### config.mk
export PLATFORM = sky130hd
export DESIGN_NAME = rom_burst_arbiter
export DESIGN_NICKNAME = d
export VERILOG_FILES = /design/src/rtl/rom_burst_arbiter.sv
export SDC_FILE = /design/constraint.sdc
export NUM_CORES = 1
export LEC_CHECK = 0
export CAP_MARGIN = 5
export CORE_MARGIN = 4
export CORE_UTILIZATION = 39
export DETAILED_ROUTE_END_ITERATION = 8
export PLACE_DENSITY_LB_ADDON = 0.08
export SYNTH_ARGS = -nofsm -noshare
export SYNTH_HDL_FRONTEND = slang
export SYNTH_SLANG_ARGS = --single-unit
### constraint.sdc
create_clock -name clk -period 1.2 [get_ports clk]
set_clock_uncertainty 0.05 [all_clocks]
set_input_delay 0.24 -clock clk [delete_from_list [all_inputs] [get_ports clk]]
set_output_delay 0.24 -clock clk [all_outputs]
set_load 0.05 [all_outputs]
### src/rtl/rom_burst_arbiter.sv
// rtl/rom_burst_arbiter.sv - two-client round-robin burst sequencer for the shared 8x4 lookup memory
// Define ROM_ARB_FIXED_PRI_EN for fixed priority (port 0 always wins a tie).
`timescale 1ns/1ps
module rom_burst_arbiter #(
    parameter int AW = 3,
    parameter int DW = 4
) (
    input  logic          clk,
    input  logic          rst,
    input  logic          req0,
    input  logic          req1,
    input  logic [AW-1:0] addr0,
    input  logic [AW-1:0] addr1,
    input  logic [2:0]    len0,
    input  logic [2:0]    len1,
    output logic          gnt0,
    output logic          gnt1,
    output logic [AW-1:0] rom_addr,
    input  logic [DW-1:0] rom_data,
    output logic [DW-1:0] data,
    output logic          valid0,
    output logic          valid1,
    output logic          last,
    output logic          busy
);

    typedef enum logic {IDLE, BURST} state_t;

    state_t     r_state;
    logic       r_owner;
    logic [2:0] r_cnt;
    logic       w_win;

`ifdef ROM_ARB_FIXED_PRI_EN
    assign w_win = ~req0;
`else
    logic       r_ptr;
    // r_ptr holds the last-granted port; on a tie the other port wins.
    assign w_win = (req0 & req1) ? ~r_ptr : req1;
`endif

    always_ff @(posedge clk or posedge rst) begin
        if (rst) begin
            r_state  <= IDLE;
            r_owner  <= 1'b0;
            r_cnt    <= 3'd0;
`ifndef ROM_ARB_FIXED_PRI_EN
            r_ptr    <= 1'b1;
`endif
            gnt0     <= 1'b0;
            gnt1     <= 1'b0;
            rom_addr <= '0;
            data     <= '0;
            valid0   <= 1'b0;
            valid1   <= 1'b0;
            last     <= 1'b0;
            busy     <= 1'b0;
        end else begin
            case (r_state)
                IDLE: begin
                    valid0 <= 1'b0;
                    valid1 <= 1'b0;
                    last   <= 1'b0;
                    gnt0   <= 1'b0;
                    gnt1   <= 1'b0;
                    if (req0 | req1) begin
                        r_owner  <= w_win;
                        rom_addr <= w_win ? addr1 : addr0;
                        r_cnt    <= w_win ? len1 : len0;
                        gnt0     <= ~w_win;
                        gnt1     <= w_win;
                        busy     <= 1'b1;
                        r_state  <= BURST;
`ifndef ROM_ARB_FIXED_PRI_EN
                        r_ptr    <= w_win;
`endif
                    end
                end
                BURST: begin
                    gnt0     <= 1'b0;
                    gnt1     <= 1'b0;
                    data     <= rom_data;
                    valid0   <= ~r_owner;
                    valid1   <= r_owner;
                    last     <= (r_cnt == 3'd0);
                    rom_addr <= rom_addr + 1'b1;
                    r_cnt    <= r_cnt - 1'b1;
                    if (r_cnt == 3'd0) begin
                        r_state <= IDLE;
                        busy    <= 1'b0;
                    end
                end
                default: r_state <= IDLE;
            endcase
        end
    end

endmodule

Fig. 1: met3 routing
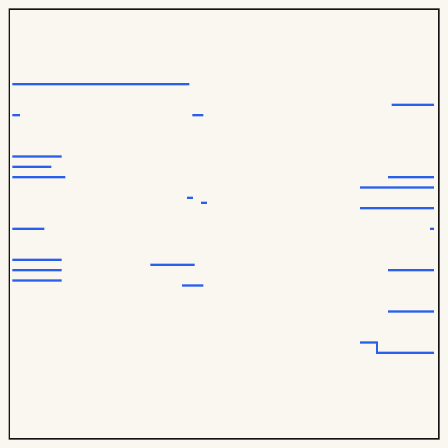
19 nets have wire on it. The layer carries 126 um of wire.
vias post-DR: 820
DRT Wirelength: 2.46 mm

Fig. 2: where the registers sit
Other sequential cells in the stronger gray, the rest of the logic in the fainter gray.
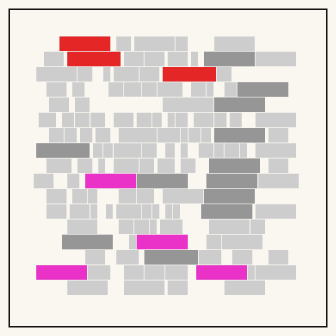
Red marks rom_addr, flops 3. Magenta marks data, flops 4.
Another 12 sequential cells are not colored.
flop share of the area: 0.298
Final Util: 0.730
Flop+latch power: 1.20 mW

Fig. 3: routing congestion map
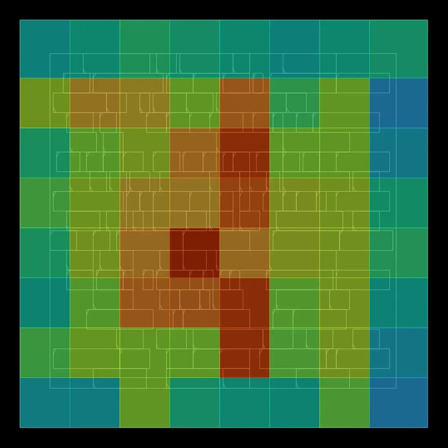
met2 Usage GRT: 0.257
GRT met3 Usage: 0.0368
GRT busiest layer: met2

==> job_summary.md <==
### Metrics collected by this job

| Metric | Value |
|---|---|
| Failing checks | negative setup slack |
| Max-slew violations | 0 |
| Yosys top cell by area | dfrtp_1 |
| Antenna-violating nets left | 0 |
| Pre-Place Util | 0.412 |
| Leak Pwr | 0.741 nW |
| Fraction of layout cells with a size suffix above 1 | 0.376 |
| Adder-cell share of the synthesized area | 0.0412 |
| RSZ-0062 raised after global routing | true |
| Clk pin slew, worst setup/hold paths | 0.11 ns |
| VDD IR max | 1.67 mV |
| Area delta synth->final | 77.2% |
| Final Hold Vio Count | 0 |
| Gpl congestion | 0.800 |
| Status | finished with violations |
| Mapped Area | 911 um2 |
| Worst path arrival time | 1.44 ns |
| Setup violators final | 5 |
| Core Area | 0.00221 mm2 |
| Final worst-path setup slack | -0.0770 ns |
| Grt ovf | 0 |
| Post-DR vias/cell | 5.09 |
| Synth top cells by count | 18 x dfrtp_1, 8 x nand2_1, 5 x inv_1, 5 x o21ai_0 |
| Slowest-stage cell, CP | dfstp_2 |
| DRC | 0 |
| Async SR Flop Fraction | 1.00 |
| First-pass GRT wire length | 3.71 mm |
| Flip-flops with a built-in enable | 0 |
Fig. 4: pin map
Pins as bars across the die edge, other pins in gray.
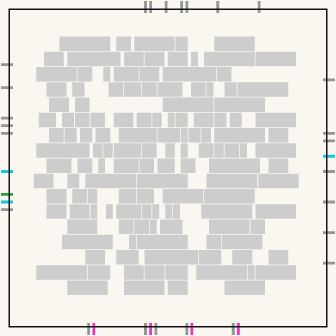
Green marks req1, pins 1, direction input, edge left. Magenta marks data, pins 4, direction output, edge bottom. Cyan marks len1, pins 3, direction input, edge 2 left, 1 right.
Die X: 56.3 um
port buffer count: 32
Die H: 56.3 um

Fig. 5: signal wires by layer
Two of the layers only.
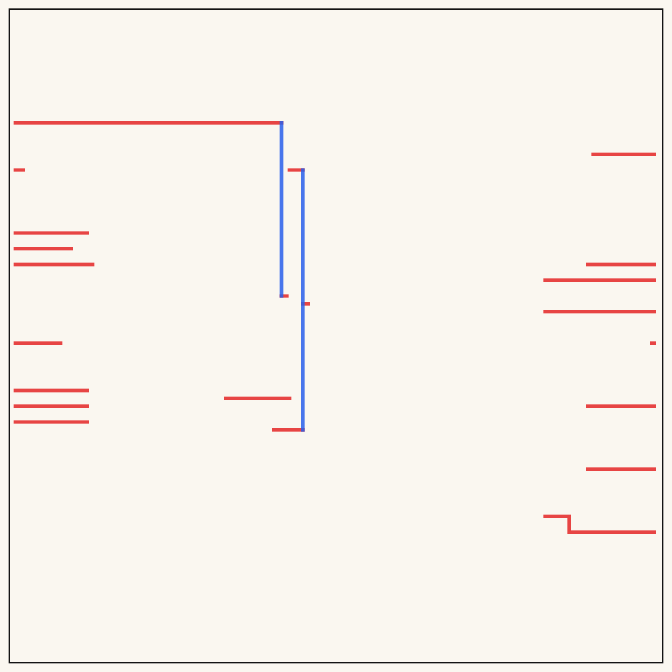
Blue marks metal 4, wire length 37.4 um. Red marks metal 3, wire length 126 um.
WL per Instance: 15.3 um
GR Util All Layers: 0.150

-- cells by family after synthesis --
| kind of cell | Yosys count |
|---|---|
| fa+ha+maj | 3 |
| xor+xnor | 2 |
| flops | 19 |
| simple gates | 23 |
| compound gates | 22 |
| mux | 6 |
| buf+inv | 10 |
-- report_power, final --
part           switching [mW]  internal (mW)
combinational            1.29           1.41
sequential              0.257          0.945
clock                   0.200          0.130
total                    1.75           2.49
-- metrics by stage --
stage	instance area (um2)	power (mW)	std cells	setup slack [ns]	hold slack, ns
2_1_floorplan	920	2.44	85	-0.0586	0.140
3_3_place_gp	1480	3.55	150	-0.325	0.385
3_5_place_dp	1480	3.60	150	-0.386	0.404
4_1_cts	1540	4.04	158	-0.0742	0.215
5_1_grt	1610	4.46	161	-0.164	0.224
6_report	1610	4.23	161	-0.0770	0.207
-- critical path: cells and delay by family (launching register included) --
kind	cells	cell delay [ns]
flops	1	0.55
compound gates	2	0.32
buf+inv	1	0.14
simple gates	1	0.13
-- area by class of cell --
type	instances	area [um2]	area share
clock buffer	4	26.3	0.0163
multi-input combinational	56	432	0.267
sequential	19	480	0.298
tap	28	35.0	0.0217
timing repair buffer	49	622	0.385
inverter	5	18.8	0.0116
-- metal layers --
metal	routed length, um	track usage	up-vias
li1	-	-	400
met1	960	0.184	393
met2	1340	0.257	22
met3	126	0.0368	5
met4	37	0.0508	0
met5	0	0	-
-- cell usage in the layout (no fill, tap or decap), types with 2 or more instances in the layout --
cell / count
a21o_1: 2
xnor2_1: 2
inv_1: 5
a31oi_1: 3
a32oi_1: 2
a22oi_1: 2
dfrtp_1: 15
nand2_1: 7
a21oi_1: 2
clkbuf_4: 3
nor2_1: 3
ha_1: 3
buf_4: 14
mux2_2: 4
clkdlybuf4s50_1: 17
dfrtp_2: 3
nor2_4: 2
o21ai_0: 5
buf_12: 15
-- worst min-delay path by stage --
stage                        startpoint  slack, ns              endpoint  cells after the start
CTS                                 rst       0.21  r_cnt[0]$_DFFE_PP0P_                      3
floorplan                           rst       0.14      busy$_DFFE_PP0P_                      1
global placement    r_owner$_DFFE_PP0P_       0.39      valid0$_DFF_PP0_                      1
global route                        rst       0.22   data[3]$_DFFE_PP0P_                      3
detailed placement  r_owner$_DFFE_PP0P_       0.40      valid0$_DFF_PP0_                      1
finish                              rst       0.21  r_cnt[0]$_DFFE_PP0P_                      3
-- what timing repair did --
action	4_1_cts	5_1_grt
buffers inserted	4	2
gates cloned	0	1
resized	3	7
pin swaps	0	2
endpoints found under the hold margin	0	0
endpoints found under the setup margin	11	18
No activity file was given, so power comes from the tool's default toggle rates.
